--- src/rtl/ram_bank_scheduler.sv ---
// ram_bank_scheduler
//   Ping-pong scheduler for two single-port synchronous byte RAM banks.
//   A producer fills one bank while a consumer drains the other. A bank is
//   handed over by done pulses and tracked with a per-bank "full" flag.
//
// Ports
//   clk, rst                  clock, asynchronous active-low reset
//   prod_req/addr/wdata/ack   producer byte-write handshake
//   prod_done                 marks the current write bank as a complete page
//   cons_req/addr/ack         consumer byte-read handshake
//   cons_rvalid/rdata         read data, one cycle after cons_ack
//   cons_done                 releases the current read bank
//   ram0_*/ram1_*             bank strobes, address, write data, read data
//   full_cnt                  number of full banks (0..2)
//   err_ovf/err_udf           one-cycle pulses for a done that cannot apply
module ram_bank_scheduler #(
  parameter int DATA_W = 8,
  parameter int ADDR_W = 14
) (
  input  logic              clk,
  input  logic              rst,
  input  logic              prod_req,
  input  logic [ADDR_W-1:0] prod_addr,
  input  logic [DATA_W-1:0] prod_wdata,
  output logic              prod_ack,
  input  logic              prod_done,
  input  logic              cons_req,
  input  logic [ADDR_W-1:0] cons_addr,
  output logic              cons_ack,
  output logic              cons_rvalid,
  output logic [DATA_W-1:0] cons_rdata,
  input  logic              cons_done,
  output logic              ram0_en,
  output logic              ram0_we,
  output logic [ADDR_W-1:0] ram0_addr,
  output logic [DATA_W-1:0] ram0_din,
  input  logic [DATA_W-1:0] ram0_dout,
  output logic              ram1_en,
  output logic              ram1_we,
  output logic [ADDR_W-1:0] ram1_addr,
  output logic [DATA_W-1:0] ram1_din,
  input  logic [DATA_W-1:0] ram1_dout,
  output logic [1:0]        full_cnt,
  output logic              err_ovf,
  output logic              err_udf
);

  logic       wr_bank;
  logic       rd_bank;
  logic [1:0] full;
  logic [1:0] full_nxt;

  logic prod_commit;
  logic prod_ovf;
  logic cons_commit;
  logic cons_udf;

  logic              vld_p1;
  logic              rd_bank_p1;
  logic [DATA_W-1:0] rdata_hold_p1;
  logic [DATA_W-1:0] rdata_mux;

  // ---- stage p0: handshakes and bank strobes (combinational) ----
  // The reset term keeps both acks, and therefore every RAM strobe, low
  // while rst is asserted, whatever the requests are doing.
  assign prod_ack = rst & prod_req & ~full[wr_bank];
  assign cons_ack = rst & cons_req &  full[rd_bank];

  // A write needs an empty bank and a read needs a full one, so the two
  // accesses can never land on the same bank in one cycle.
  always_comb begin
    ram0_en   = 1'b0;
    ram0_we   = 1'b0;
    ram0_addr = '0;
    ram0_din  = '0;
    ram1_en   = 1'b0;
    ram1_we   = 1'b0;
    ram1_addr = '0;
    ram1_din  = '0;
    if (prod_ack) begin
      if (wr_bank) begin
        ram1_en   = 1'b1;
        ram1_we   = 1'b1;
        ram1_addr = prod_addr;
        ram1_din  = prod_wdata;
      end else begin
        ram0_en   = 1'b1;
        ram0_we   = 1'b1;
        ram0_addr = prod_addr;
        ram0_din  = prod_wdata;
      end
    end
    if (cons_ack) begin
      if (rd_bank) begin
        ram1_en   = 1'b1;
        ram1_addr = cons_addr;
      end else begin
        ram0_en   = 1'b1;
        ram0_addr = cons_addr;
      end
    end
  end

  // Done pulses are judged against pre-edge state. A successful prod_done
  // needs full[wr_bank]=0 and a successful cons_done needs full[rd_bank]=1,
  // so when both succeed they always touch different banks.
  assign prod_commit = prod_done &  ~full[wr_bank];
  assign prod_ovf    = prod_done &   full[wr_bank];
  assign cons_commit = cons_done &   full[rd_bank];
  assign cons_udf    = cons_done &  ~full[rd_bank];

  always_comb begin
    full_nxt = full;
    if (prod_commit) full_nxt[wr_bank] = 1'b1;
    if (cons_commit) full_nxt[rd_bank] = 1'b0;
  end

  // ---- stage p1: bank ownership, error pulses, read return ----
  always_ff @(posedge clk or negedge rst) begin
    if (!rst) begin
      wr_bank       <= 1'b0;
      rd_bank       <= 1'b0;
      full          <= 2'b00;
      full_cnt      <= 2'd0;
      err_ovf       <= 1'b0;
      err_udf       <= 1'b0;
      vld_p1        <= 1'b0;
      rdata_hold_p1 <= '0;
    end else begin
      full     <= full_nxt;
      full_cnt <= {1'b0, full_nxt[0]} + {1'b0, full_nxt[1]};
      if (prod_commit) wr_bank <= ~wr_bank;
      if (cons_commit) rd_bank <= ~rd_bank;
      err_ovf <= prod_ovf;
      err_udf <= cons_udf;
      vld_p1  <= cons_ack;
      // Remember the returned byte so cons_rdata holds it between reads.
      if (vld_p1) rdata_hold_p1 <= rdata_mux;
    end
  end

  // The bank a read targeted is only needed while its data returns.
  always_ff @(posedge clk) begin
    if (cons_ack) rd_bank_p1 <= rd_bank;
  end

  assign rdata_mux   = rd_bank_p1 ? ram1_dout : ram0_dout;
  assign cons_rvalid = vld_p1;
  assign cons_rdata  = vld_p1 ? rdata_mux : rdata_hold_p1;

endmodule

--- config.mk ---
export PLATFORM = sky130hd
export DESIGN_NAME = ram_bank_scheduler
export DESIGN_NICKNAME = d
export VERILOG_FILES = /design/src/rtl/ram_bank_scheduler.sv
export SDC_FILE = /design/constraint.sdc
export NUM_CORES = 1
export LEC_CHECK = 0
export ABC_AREA = 1
export CAP_MARGIN = 20
export CELL_PAD_IN_SITES_DETAIL_PLACEMENT = 0
export CELL_PAD_IN_SITES_GLOBAL_PLACEMENT = 1
export CORE_UTILIZATION = 20
export DETAILED_ROUTE_END_ITERATION = 6
export PLACE_DENSITY_LB_ADDON = 0.1
export SYNTH_ARGS = -nofsm -noshare
export SYNTH_HDL_FRONTEND = slang
export SYNTH_SLANG_ARGS = --single-unit
--- constraint.sdc ---
create_clock -name clk -period 1.8 [get_ports clk]
set_input_delay 0.45 -clock clk [delete_from_list [all_inputs] [get_ports clk]]
set_output_delay 0.45 -clock clk [all_outputs]
set_load 0.03 [all_outputs]
### Cells coloured by class

Fill, decap, tap and diode cells in grey.
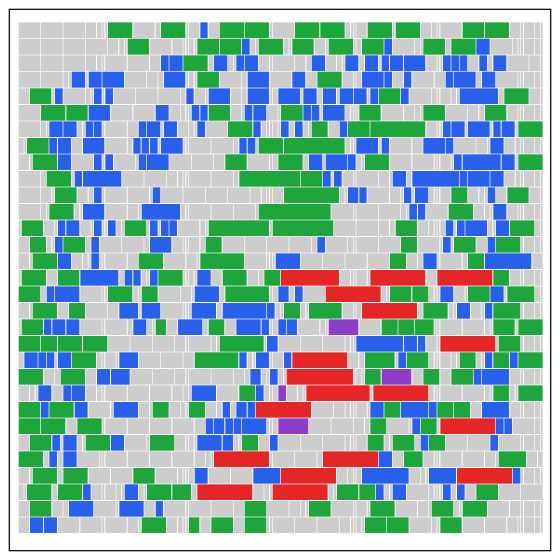
legend:
  other buffers and delay cells:
    colour: green
    cells: 166
    share_of_their_area: 47%
  flip-flops:
    colour: red
    cells: 18
    share_of_their_area: 12%
  clock drivers and dummy loads:
    colour: purple
    cells: 4
    share_of_their_area: 1.2%
  all other logic:
    colour: blue
    cells: 239
    share_of_their_area: 39%
Core Util, Final: 54.2%
Rows: 31
Seq/total area: 11.6%
cell area after layout: 3960 sq um
area of the core: 7290 sq um

### Power grid

Bar = 20 um. Pins as bars on the die edge. Tap cells in grey.
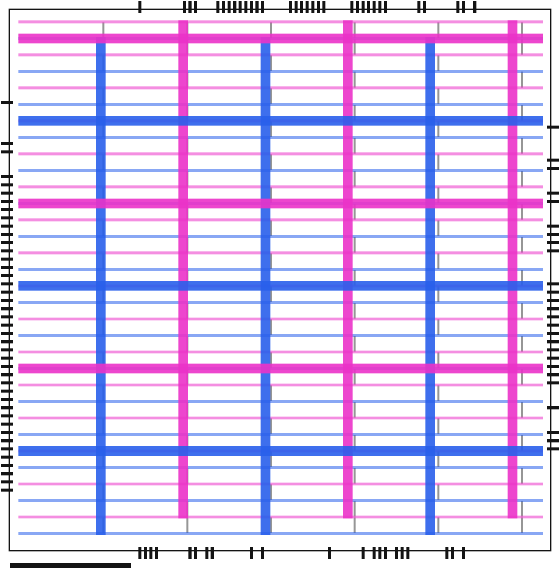
legend:
  VSS:
    colour: blue
  VDD:
    colour: magenta
tap cells: 99
rows: 31
met4 straps: 6
met5 straps: 6
Die Width: 89.0 um
DIE HEIGHT: 89.0 um
peak supply drop: 0.444 mV

### I/O nets highlighted

Bar = 20 um.
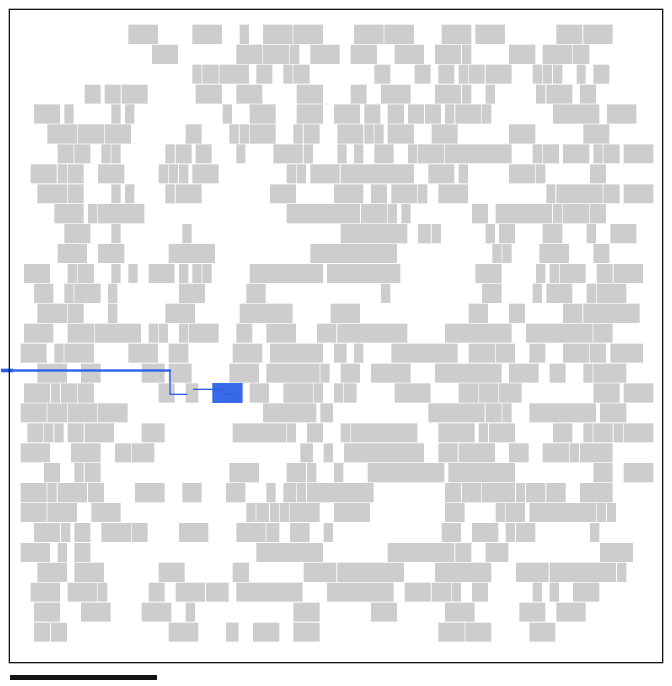
legend:
  prod_req:
    colour: blue
    bits: 1
    direction: input
    end_cells: 1
    buffers: 1
    wire: 33.1 um
I/O pin cnt: 121
port buffer count: 120

### Cell placement

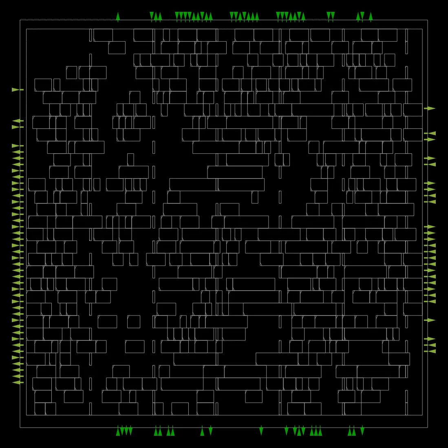
tap cells: 99
registers: 18
Fillers: 740
Cell Count, Final, Fillers Out: 526

==> results.toml <==
# implementation run metrics
[detailed_routing]
drtAntennaViolNets = 0
vias_per_cell = 4.14
wl_per_cell_um = 12.5
drt-total-wl_mm = 6.57
via_count = 2180
drt_pass1_iterations = 4
drc = 0
drt_iter0_markers = 66

[layout]
area_growth_pct = 161
n_antenna_cell = 0
seq_area_sq_um = 460
final_cell_mix = "buf_6 (58), clkdlybuf4s50_1 (53), nand2_1 (49)"
layout-drive-gt1-share_pct = 54.1
fin_nets = 487
layout.area.comb_sq_um = 1290
mostFrequentLayoutCell = "buf_6"

[grt]
grt.total_usage_pct = 16.1
grt_max_degree = 30
grt_overflow_total = 0
antenna_found_initial = 0
grt_pass1_wl_mm = 9.87
first_global_vias = 2067

[pwr]
p_comb_share_pct = 79.7
power_density_nw_per_um2 = 1250
clockPowerShare_pct = 5.8
p_total_uw = 4930
power.leakage_uw = 0.00196
p_int_uw = 2610
swShare_pct = 47.0
p_sw_uw = 2320
pwr-share-seq_pct = 14.5

[final_timing]
setup_ws_ps = -65.1
layout_min_cycle_time_ps = 1870
drv_slew = 0
period_used_pct = 104
relSlewSlack_pct = 78.0
worst_pin_slew_ps = 329
hold_viol = 0
rsz0062_at_grt = "true"
hold_ws_ps = 231
setup-violations-final = 29
clock_skew_ps = 1.71
fmax_mhz = 536
fin_setup_tns_ps = -1240

[worst_setup_path]
crit_arrival_ps = 1420
crit_type = "flop to output pin"
start_kind = "flop"
worstPathRequired_ps = 1350
crit_path_start = "wr_bank"
end_kind = "output pin"
crit-reg2reg-launch = "cons_rvalid"
critPathMaxFanout = 7

[clocking]
cts_root_buffer = "clkbuf_8"
htreeDepth = 1
cts_tree = "built"
cts_made_buffers = 3
clockBufferDepth = 2
cts.clk_slew.worst_paths_ps = 70
clkSinkCount = 18
worst_skew_pair.late_latency_ps = 250
postCtsHoldBufs = 0

[yosys]
yosysUniqueCellTypes = 18
synth_seq_share_pct = 30.1
fp_nets = 329
yosys_warnings = 0
syn_area_sq_um = 1510
yosysTopAreaCellShare_pct = 28.1
ys_cells = 270
synth.largest_area_cell = "dfrtp_1"
syn-instance-count = 270
synth.area.top_cells = "dfrtp_1 (28%), nand2_1 (25%), inv_1 (12%)"
ys_area_sq_um = 1510
syn_area_per_cell_sq_um = 5.61
numSynthFlops = 18

[placed_design]
dp_hpwl_mm = 3.99
preCtsSetupSlack_ps = -439
gp_congestion = 0.726

[floorplanning]
floorplanUtilization_pct = 20.8
chipArea_sq_um = 7920

[flow_run]
warning_count = 29
cap_violations = 0

[outcome]
run_status = "finished with violations"
violations = "setup timing"

[worst_hold_path]
hp-class = "input port to asynchronous set/reset pin"
## through the flow
| step | instances | instance area, sq um |
|---|---|---|
| 6_report | 526 | 3960 |
| 5_1_grt | 526 | 3960 |
| 4_1_cts | 517 | 3430 |
| 3_5_place_dp | 492 | 2850 |
| 3_3_place_gp | 492 | 2850 |
| 2_1_floorplan | 270 | 1590 |
## cell families after synthesis
| logic type | Yosys count | synth area share [%] |
|---|---|---|
| AND/OR/NAND/NOR | 172 | 45.5 |
| buffers and inverters | 65 | 18.3 |
| flip-flops | 18 | 30.1 |
| AND-OR/OR-AND | 14 | 5.29 |
| adder cells (fa/ha/maj) | 1 | 0.826 |
## critical path, cell delays in order (launching register included)
cell and delay [ps]:
dfrtp_2 450, inv_2 90, nand2_4 80, nand2_8 100
clkbuf_16 160, nand3_1 60, nand2_1 70, buf_6 130
## power groups by stage
stage          sequential (uW)  combinational (uW)  clock (uW)
2_1_floorplan              763                1450           0
3_3_place_gp               709                2500           0
3_5_place_dp               710                2500           0
4_1_cts                    728                3190         300
5_1_grt                    737                4210         317
6_report                   716                3930         284
## cell type report
type | instances | area share [%]
clock buffers | 4 | 1.14
inverters | 52 | 5.57
multi-input cells | 187 | 32.6
flip-flops and latches | 18 | 11.6
well taps | 99 | 3.13
repair buffers | 166 | 45.9
## per-layer routing
| metal | global-route usage (%) | wire (um) | share of wire, % |
|---|---|---|---|
| met1 | 20.4 | 2780 | 42 |
| met2 | 28.0 | 3270 | 50 |
| met3 | 3.69 | 481 | 7.3 |
| met4 | 3.46 | 42 | 0.64 |
| met5 | 0 | 0 | 0 |
## final timing paths
path,to,slack [ps],cells after the start
hold / removal,rd_bank,230,2
setup / recovery,ram0_addr[6],-70,7
max in group asynchronous,cons_rvalid,1360,2
min in group clk,rd_bank_p1,560,0
hold reg to reg,rd_bank_p1,560,0
setup reg to reg,rdata_hold_p1[7],340,7
## sequential cells by signal, indices dropped and copies added, names as in the netlist
| register | count |
|---|---|
| rdata_hold_p1 | 8 |
| err_udf | 1 |
| full_cnt | 2 |
| wr_bank | 1 |
| rd_bank | 1 |
| cons_rvalid | 1 |
| rd_bank_p1 | 1 |
| err_ovf | 1 |
| full | 2 |
## cell usage after synthesis
master / instances
nand2_1: 99
inv_1: 48
nor2_1: 41
nand3_1: 28
dfrtp_1: 17
a31oi_1: 8
buf_2: 7
buf_4: 4
inv_2: 4
o21ai_0: 4
a21oi_1: 2
nor2_2: 2
buf_6: 1
clkbuf_2: 1
edfxtp_1: 1
ha_1: 1
nand2_2: 1
nor3_1: 1
## what timing repair did
item | in CTS | in global routing
hold endpoints to repair | 0 | 0
pin swaps | 26 | 39
setup endpoints to repair | 58 | 56
cloned | 6 | 2
resized | 96 | 113
buffers inserted | 15 | 9
No activity file was given, so power comes from the tool's default toggle rates.
